### config.mk
export PLATFORM = sky130hd
export DESIGN_NAME = fifo_rr_arbiter
export DESIGN_NICKNAME = d
export VERILOG_FILES = /design/src/rtl/fifo_rr_arbiter.sv
export SDC_FILE = /design/constraint.sdc
export NUM_CORES = 1
export LEC_CHECK = 0
export ABC_AREA = 1
export ABC_CLOCK_PERIOD_IN_PS = 2550
export CORE_MARGIN = 4
export CORE_UTILIZATION = 40
export DETAILED_ROUTE_END_ITERATION = 8
export GPL_TIMING_DRIVEN = 0
export PLACE_DENSITY = 0.81
export SYNTH_ARGS = -nofsm -noshare
export SYNTH_HDL_FRONTEND = slang
export SYNTH_SLANG_ARGS = --single-unit
### constraint.sdc
create_clock -name clk_i -period 2.55 [get_ports clk_i]
set_input_delay 0.51 -clock clk_i [delete_from_list [all_inputs] [get_ports clk_i]]
set_output_delay 0.51 -clock clk_i [all_outputs]
set_load 0.005 [all_outputs]
### src/rtl/fifo_rr_arbiter.sv
// fifo_rr_arbiter: round-robin arbiter sharing one downstream FIFO write port
// among num_ch_p upstream valid/yumi FIFOs. A grant is held for bursts of up to
// burst_p beats. Data is forwarded combinationally from the granted channel.
module fifo_rr_arbiter #(
  parameter int width_p  = 8,
  parameter int num_ch_p = 4,
  parameter int burst_p  = 4
) (
  input  logic                          clk_i,
  input  logic                          reset_i,
  input  logic [num_ch_p-1:0]           valid_i,
  input  logic [num_ch_p*width_p-1:0]   data_i,
  output logic [num_ch_p-1:0]           yumi_o,
  input  logic                          ready_i,
  output logic                          valid_o,
  output logic [width_p-1:0]            data_o,
  output logic [num_ch_p-1:0]           grant_o,
  output logic                          lock_o
);

  localparam int CH_W  = $clog2(num_ch_p);
  localparam int CNT_W = $clog2(burst_p + 1);

  typedef enum logic {IDLE = 1'b0, LOCK = 1'b1} state_t;

  state_t               state_r;
  logic [CH_W-1:0]      ch_r;
  logic [CH_W-1:0]      last_r;
  logic [CNT_W-1:0]     cnt_r;

  logic                 w_found;
  logic [CH_W-1:0]      w_idx;
  logic [CH_W-1:0]      w_cand;
  int                   w_sum;
  logic [CH_W-1:0]      w_g;
  logic                 w_xfer;
  logic [num_ch_p-1:0]  w_onehot;
  logic [CNT_W-1:0]     w_cnt_nxt;

  // Rotating priority search: first valid channel after the last one served.
  always_comb begin
    w_found = 1'b0;
    w_idx   = '0;
    w_sum   = 0;
    w_cand  = '0;
    for (int k = 1; k <= num_ch_p; k++) begin
      w_sum = int'(last_r) + k;
      if (w_sum >= num_ch_p) w_sum = w_sum - num_ch_p;
      w_cand = CH_W'(w_sum);
      if (!w_found && valid_i[w_cand]) begin
        w_found = 1'b1;
        w_idx   = w_cand;
      end
    end
  end

  // Output steering: the locked channel wins in LOCK, the search result in IDLE.
  always_comb begin
    w_g       = (state_r == LOCK) ? ch_r : w_idx;
    w_onehot  = '0;
    w_onehot[w_g] = 1'b1;
    if (state_r == LOCK) begin
      valid_o = valid_i[ch_r];
      grant_o = w_onehot;
    end else begin
      valid_o = w_found;
      grant_o = w_found ? w_onehot : '0;
    end
    lock_o    = (state_r == LOCK);
    w_xfer    = valid_o && ready_i;
    // A reset cycle must never dequeue from upstream.
    yumi_o    = (w_xfer && !reset_i) ? w_onehot : '0;
    data_o    = data_i[int'(w_g)*width_p +: width_p];
    w_cnt_nxt = cnt_r + CNT_W'(1);
  end

  // Arbitration state: burst lock, burst beat count and last-served channel.
  always_ff @(posedge clk_i) begin
    if (reset_i) begin
      state_r <= IDLE;
      ch_r    <= '0;
      last_r  <= CH_W'(num_ch_p - 1);
      cnt_r   <= '0;
    end else begin
      case (state_r)
        IDLE: begin
          if (w_xfer) begin
            last_r <= w_g;
            // With single-beat bursts the grant rotates every transfer.
            if (burst_p > 1) begin
              state_r <= LOCK;
              ch_r    <= w_g;
              cnt_r   <= CNT_W'(1);
            end
          end
        end
        LOCK: begin
          if (!valid_i[ch_r]) begin
            // Locked channel ran dry: release early and re-arbitrate.
            state_r <= IDLE;
            cnt_r   <= '0;
          end else if (ready_i) begin
            if (w_cnt_nxt == CNT_W'(burst_p)) begin
              state_r <= IDLE;
              cnt_r   <= '0;
            end else begin
              cnt_r   <= w_cnt_nxt;
            end
          end
        end
        default: begin
          state_r <= IDLE;
          cnt_r   <= '0;
        end
      endcase
    end
  end

endmodule

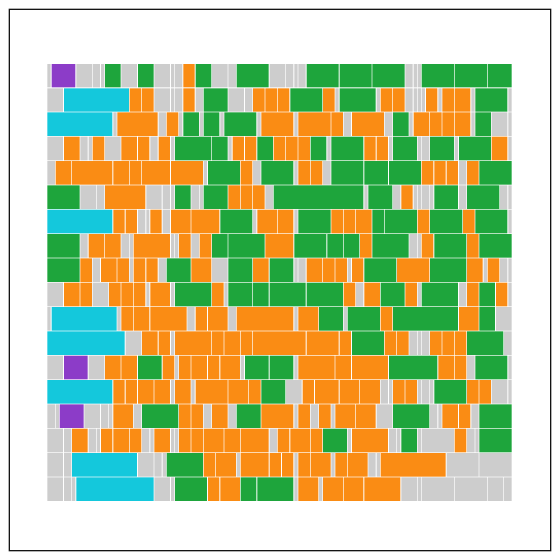
run_1/class_map.png
Fill, decap, tap and diode cells in gray.
remaining buffers and delay cells -> green  # cells 93
remaining logic cells -> orange  # cells 194
clock-net drivers -> purple  # cells 3
registers -> cyan  # cells 8
Site Rows: 18
final standard cell area without fillers: 2087 µm²
fraction of standard cell area that is sequential: 0.08034

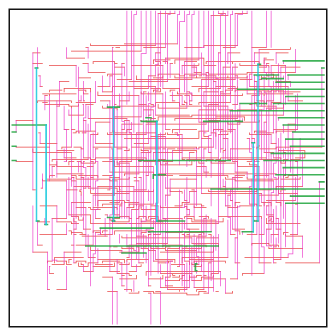
run_1/layers.png
M3 -> green  # wire length 308 µm
M2 -> magenta  # wire length 2450 µm
M4 -> cyan  # wire length 136 µm
M1 -> red  # wire length 1800 µm
aggregate global-route resource usage: 0.2653
wire length per cell after detailed routing: 14.32 µm
WL final: 4698 µm
routed vias: 1668

==> run_results.csv, run 1 <==
group,metric,value,unit
grt,pin_count_of_the_biggest_net_entering_global_routing,11,
sta,worst-slew-pin-transition,0.5387,ns
layout,final_core_utilization,0.8201,
sta,min_setup_slack_post_route,-0.2015,ns
routing,drc,0,
sta,timing.setup.tns,-1.656,ns
clock_tree,ctsLongestPathBuffers,2,
setup_path,crit_arrival,2.24,ns
min_path,holdCritPathClass,"flop to flop",
logic_synthesis,synth.yosys.warnings,0,
clock_tree,htreeDepth,1,
logic_synthesis,ys_cells,208,
run_status,violations,"negative setup slack",
sta,timing.fmax,0.3634,GHz
clock_tree,cts.clk_slew.worst_paths,0.05,ns
sta,timing.final.setup_violations,14,
sta,final_max_slew_viol_count,0,
grt,gr-total-overflow,0,
logic_synthesis,synth.cell_area,1097,µm²
layout,fillers,171,
sta,hold_viol,0,
floorplan,initial_utilization,0.4312,
power_and_ir_drop,power.density,973.0,nW/µm²
layout,mostFrequentLayoutCells,"sky130_fd_sc_hd__nand2_1, sky130_fd_sc_hd__clkdlybuf4s50_1, sky130_fd_sc_hd__nand3_1",
sta,finalWorstPathRequiredPeriod,2.752,ns
floorplan,die_outline_area,3645,µm²
place,gp_routability_congestion,0.8904,
routing,postRouteAntennaNets,0,
grt,via_count_of_the_first_global_routing_pass,1579,
layout,layout-drive-gt1-share,0.3691,
logic_synthesis,ys_types,22,
clock_tree,worst_skew_pair.late_latency,0.25,ns
logic_synthesis,asyncSetResetFlopFracSynth,0,
place,numPlacedInstances,294,
place,detailedPlacementHpwl,2756,µm
setup_path,cp_cell_sequence,"clkdlybuf4s15_2 -> inv_1 -> nand2_2 -> nand2_2 -> nand2_1 -> nand2_2 -> nor2_4 -> nor2_2 -> nand2_2 -> nand3_4 -> buf_6 -> buf_6 -> buf_12 -> nand3_2 -> nand2_1 -> nand2_1 -> nand2_1 -> buf_2",
grt,grt_first_pass_wirelength,7272,µm
logic_synthesis,synth-seq-cells,8,
floorplan,boundaryPins,57,
logic_synthesis,synth_chip_area,1097,µm²
logic_synthesis,netlist.area_leader.share,0.3489,
setup_path,start_kind,"input port",
grt,antenna_found_initial,0,
place,worst_slack_placed,-0.7091,ns
setup_path,path_max_fanout,6,
setup_path,critPathCaptureType,"output pin",
layout,diodes,0,
clock_tree,cts_tree,"built",
routing,avgViaCountPerCell,5.085,
sta,maximum_clock_skew_at_final_layout,0.002841,ns
clock_tree,post_cts_hold_buffer_count,0,
logic_synthesis,yosys-top-cells-area,"sky130_fd_sc_hd__nand2_1, sky130_fd_sc_hd__dfxtp_1, sky130_fd_sc_hd__nand3_1, sky130_fd_sc_hd__inv_1, sky130_fd_sc_hd__a21oi_1",
setup_path,timing_worst_setup_path_type,"input port to output pin",
layout,final_cells,328,
run_status,run_status,"finished with violations",
setup_path,slowest_stage,"sky130_fd_sc_hd__clkdlybuf4s15_2",
routing,drt_iter0_drc,77,
place,post_dp_cell_area,1695,µm²
logic_synthesis,floorplan.nets,250,
clock_tree,cts_setup_buffers,28,
logic_synthesis,common_cells,"sky130_fd_sc_hd__nand2_1, sky130_fd_sc_hd__nand3_1, sky130_fd_sc_hd__inv_1",
clock_tree,post_cts.resized_instances,117,
power_and_ir_drop,max-vdd-ir-drop,702.8,µV
flow_run,max_cap_violations,0,
logic_synthesis,synth_cells,208,
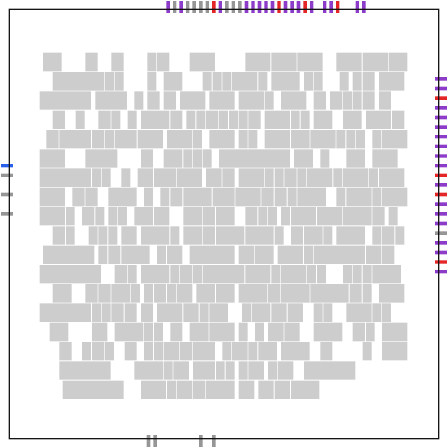
run_1/pinout.png
Pins as bars across the die edge, other pins in gray.
`clk_i` -> blue  # pins 1, direction input, edge west
`data_i` -> purple  # pins 32, direction input, edge 16 east, 16 north
`data_o` -> red  # pins 8, direction output, edge 4 east, 4 north
horizontal die dimension: 60.38 µm
number of input and output port buffers inserted: 56
die height: 60.38 µm

## run 1: critical path, delay by kind of cell
kind	cells	cell delay [ns]
AND/OR/NAND/NOR	12	0.93
buffers and inverters	6	0.78
## run 1: power breakdown
part	internal (µW)	switching, µW	leakage (µW)
logic	866	893	0.00101
registers	149	30.6	0.0000660
clock network	53.6	38.9	0.0000138
## run 1: worst paths after layout
| check | startpoint | endpoint | slack (ns) | cells past startpoint |
|---|---|---|---|---|
| worst max-delay path | valid_i[3] | data_o[6] | -0.20 | 18 |
| worst min-delay path | cnt_r[1] | cnt_r[1] | 0.47 | 2 |
| worst max register to register | last_r[0] | ch_r[0] | 0.60 | 13 |
| worst min register to register | cnt_r[1] | cnt_r[1] | 0.47 | 2 |
## run 1: layout make-up
type	count	area, µm²	share of cell area
Sequential cell	8	167.7	0.08034
Multi-Input combinational cell	174	942.2	0.4514
Buffer	5	52.55	0.02518
Timing Repair Buffer	88	777.0	0.3723
Inverter	20	87.58	0.04197
Clock buffer	3	22.52	0.01079
Tap cell	30	37.54	0.01799
## run 1: cells by family (layout without fill, tap and decap cells)
family / after synthesis / after routing / synth area share
compound gates: 17 / 17 / 0.07981
flops: 8 / 8 / 0.1459
simple gates: 154 / 154 / 0.6203
fa+ha+maj: 3 / 3 / 0.03421
buf+inv: 26 / 116 / 0.1197
## run 1: flip-flops by register name, indices dropped and copies added (netlist names)
name and flops:
last_r 2, ch_r 2, cnt_r 3, lock_o 1
## run 1: layer usage
metal	global-route usage	vias up	share of wire	wire length (µm)
li1	-	840	-	-
met5	0	-	0	0
met2	0.4877	65	0.52	2450
met1	0.3128	751	0.38	1804
met3	0.02340	12	0.065	307
met4	0.1108	0	0.029	136
==> run 1 -> run 2 <==
Settings changed: HOLD_SLACK_MARGIN from default to 0.02.
==> run 2 against run 1 <==
Effect of this change:
- utilization unchanged
- sequential share of layout area is the same
- the flow still finishes with violations (negative setup slack)
- highest routed layer unchanged
- combinational power about the same
- maximum frequency unchanged
- power unchanged
- register-to-register slack about the same
==> run_results.csv, run 2 <==
group,metric,value,unit
grt,via_count_of_the_first_global_routing_pass,1579,
grt,grt_first_pass_wirelength,7272,µm
sta,finalWorstPathRequiredPeriod,2.752,ns
routing,met3_wirelength,307,µm
sta,final_max_slew_viol_count,0,
min_path,hold_end,"cnt_r[1]",
power_and_ir_drop,netSwitchingPower,962.2,µW
clock_tree,cts.clk_slew.worst_paths,0.05,ns
routing,met2_wirelength,2450,µm
floorplan,initial_utilization,0.4312,
min_path,holdCritPathClass,"flop to flop",
logic_synthesis,asyncSetResetFlopFracSynth,0,
logic_synthesis,floorplan.nets,250,
routing,avgViaCountPerCell,5.085,
layout,largest_register,"cnt_r",
logic_synthesis,common_cells,"sky130_fd_sc_hd__nand2_1, sky130_fd_sc_hd__nand3_1, sky130_fd_sc_hd__inv_1",
routing,wire_length_per_cell_after_detailed_routing,14.32,µm
setup_path,stages_on_the_worst_setup_path,18,
floorplan,die_outline_area,3645,µm²
logic_synthesis,post_synth_and_or_nand_nor_area_fraction,0.6203,
setup_path,r2r_end,"ch_r[0]",
setup_path,crit_arrival,2.24,ns
routing,drc,0,
place,post_dp_cell_area,1695,µm²
setup_path,timing_worst_setup_path_type,"input port to output pin",
min_path,min-delay-start,"cnt_r[1]",
layout,mostFrequentLayoutCells,"sky130_fd_sc_hd__nand2_1, sky130_fd_sc_hd__clkdlybuf4s50_1, sky130_fd_sc_hd__nand3_1",
floorplan,die-width,60.38,µm
setup_path,worst_path_dominant_cell_family,"simple AND/OR/NAND/NOR gates",
logic_synthesis,yosys-top-cells-area,"sky130_fd_sc_hd__nand2_1, sky130_fd_sc_hd__dfxtp_1, sky130_fd_sc_hd__nand3_1, sky130_fd_sc_hd__inv_1, sky130_fd_sc_hd__a21oi_1",
sta,min_setup_slack_post_route,-0.2015,ns
routing,postRouteAntennaNets,0,
clock_tree,worst_skew_pair.late_latency,0.25,ns
sta,hold_viol,0,
grt,antenna_found_initial,0,
setup_path,critPathCaptureType,"output pin",
logic_synthesis,logic_family,"simple AND/OR/NAND/NOR gates",
power_and_ir_drop,max-vdd-ir-drop,702.8,µV
min_path,hold-path-cell-count,2,
power_and_ir_drop,comb_power_share,0.866,
logic_synthesis,synth.cell_area,1097,µm²
clock_tree,ctsLongestPathBuffers,2,
layout,fillers,171,
routing,routed_wl,4698,µm
run_status,run_status,"finished with violations",
power_and_ir_drop,sequentialPowerShare,0.089,
sta,timing.final.setup_violations,14,
grt,pin_count_of_the_biggest_net_entering_global_routing,11,
sta,timing.fmax,0.3634,GHz
layout,final-comb-area,942.2,µm²
logic_synthesis,synth-seq-cells,8,
run_status,violations,"negative setup slack",
sta,maximum_clock_skew_at_final_layout,0.002841,ns
layout,flop_area,167.7,µm²
place,gp_routability_congestion,0.8904,
setup_path,cp_cell_sequence,"clkdlybuf4s15_2 -> inv_1 -> nand2_2 -> nand2_2 -> nand2_1 -> nand2_2 -> nor2_4 -> nor2_2 -> nand2_2 -> nand3_4 -> buf_6 -> buf_6 -> buf_12 -> nand3_2 -> nand2_1 -> nand2_1 -> nand2_1 -> buf_2",
place,worst_slack_placed,-0.7091,ns
layout,layout-drive-gt1-share,0.3691,
layout,final_standard_cell_area_without_fillers,2087,µm²
logic_synthesis,ys_sh_mux,0,
setup_path,setup_slack_reg_to_reg,0.60,ns
logic_synthesis,synth-adder-area-share,0.03421,
setup_path,critPathLaunch,"valid_i[3]",
logic_synthesis,synth_chip_area,1097,µm²
logic_synthesis,synth.yosys.warnings,0,
logic_synthesis,synthAoiAreaFrac,0.07982,
logic_synthesis,netlist.area_leader.share,0.3489,
floorplan,rows,18,
grt,gr-total-overflow,0,
logic_synthesis,ys_types,22,
setup_path,path_max_fanout,6,
setup_path,start_kind,"input port",
place,detailedPlacementHpwl,2756,µm
logic_synthesis,ys_cells,208,
routing,detailroute.via_count,1668,
logic_synthesis,synth_cells,208,
run 2: cell counts after synthesis:
Identical to the previous run, type by type.
run 2: layout make-up:
type | instances | area share
plain buffers | 5 | 0.02518
clock buffers | 3 | 0.01079
inverters | 20 | 0.04197
multi-input cells | 174 | 0.4514
flip-flops and latches | 8 | 0.08034
well taps | 30 | 0.01799
repair buffers | 88 | 0.3723
run 2: power by group through the flow:
| stage | combinational, µW | sequential [µW] | clock, µW |
|---|---|---|---|
| after detailed placement | 1220 | 169 | 0 |
| after global routing | 1900 | 184 | 108 |
| after CTS | 1610 | 176 | 101 |
| final | 1760 | 180 | 92.5 |
| after floorplan | 728 | 165 | 0 |
| after global placement | 1220 | 169 | 0 |
run 2: logic make-up after synthesis:
group                    count (synthesis)
AND/OR/NAND/NOR                        154
adder cells (fa/ha/maj)                  3
flip-flops                               8
AND-OR/OR-AND                           17
buffers and inverters                   26
run 2: metrics by stage:
step	cells	power (µW)	setup TNS, ns
2_1_floorplan	208	892.3	0
3_3_place_gp	294	1384	-11.06
3_5_place_dp	294	1389	-10.89
4_1_cts	327	1884	-0.6271
5_1_grt	328	2196	-3.725
6_report	328	2031	-1.656
run 2: routing by layer:
layer,global-route usage,up-vias
li1,-,840
met1,0.3128,751
met3,0.02340,12
met5,0,-
met4,0.1108,0
met2,0.4877,65
run 2: timing repair:
item | in CTS | in global routing
setup endpoints to repair | 17 | 17
setup buffers | 28 | 1
cloned | 3 | 0
hold buffers | 0 | 0
gates resized | 117 | 23
pin swaps | 30 | 11
run 2: worst register-to-register path: cells and delay by family (launching register included):
kind                   cells  cell delay (ns)
buffers and inverters      4             0.49
AOI/OAI and AO/OA          1             0.11
and+or+nand+nor            8             0.90
DFF                        1             0.40
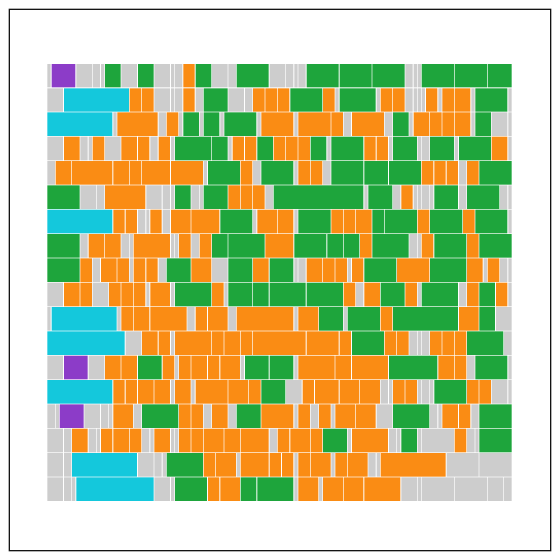
run_2/class_map.png
Fill, decap, tap and diode cells in gray.
clock-net drivers -> purple  # cells 3
remaining buffers and delay cells -> green  # cells 93
remaining logic cells -> orange  # cells 194
registers -> cyan  # cells 8
standard cell core area: 2545 µm²
fin util: 0.8201

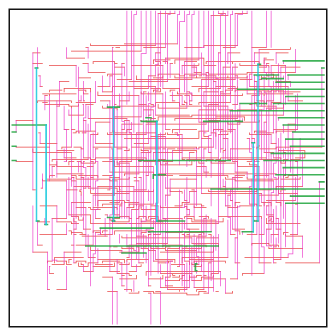
run_2/layers.png
M3 -> green  # wire length 308 µm
M1 -> red  # wire length 1800 µm
M4 -> cyan  # wire length 136 µm
M2 -> magenta  # wire length 2450 µm

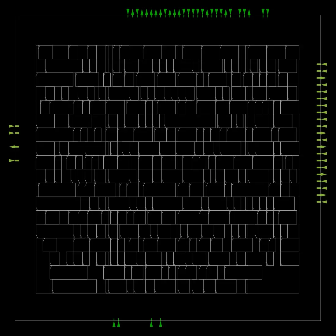
run_2/placed.png
final cell count without fillers: 328
sequential cells: 8
Tapcells: 30

Power figures rest on the tool's default switching activity, not on a simulated workload.
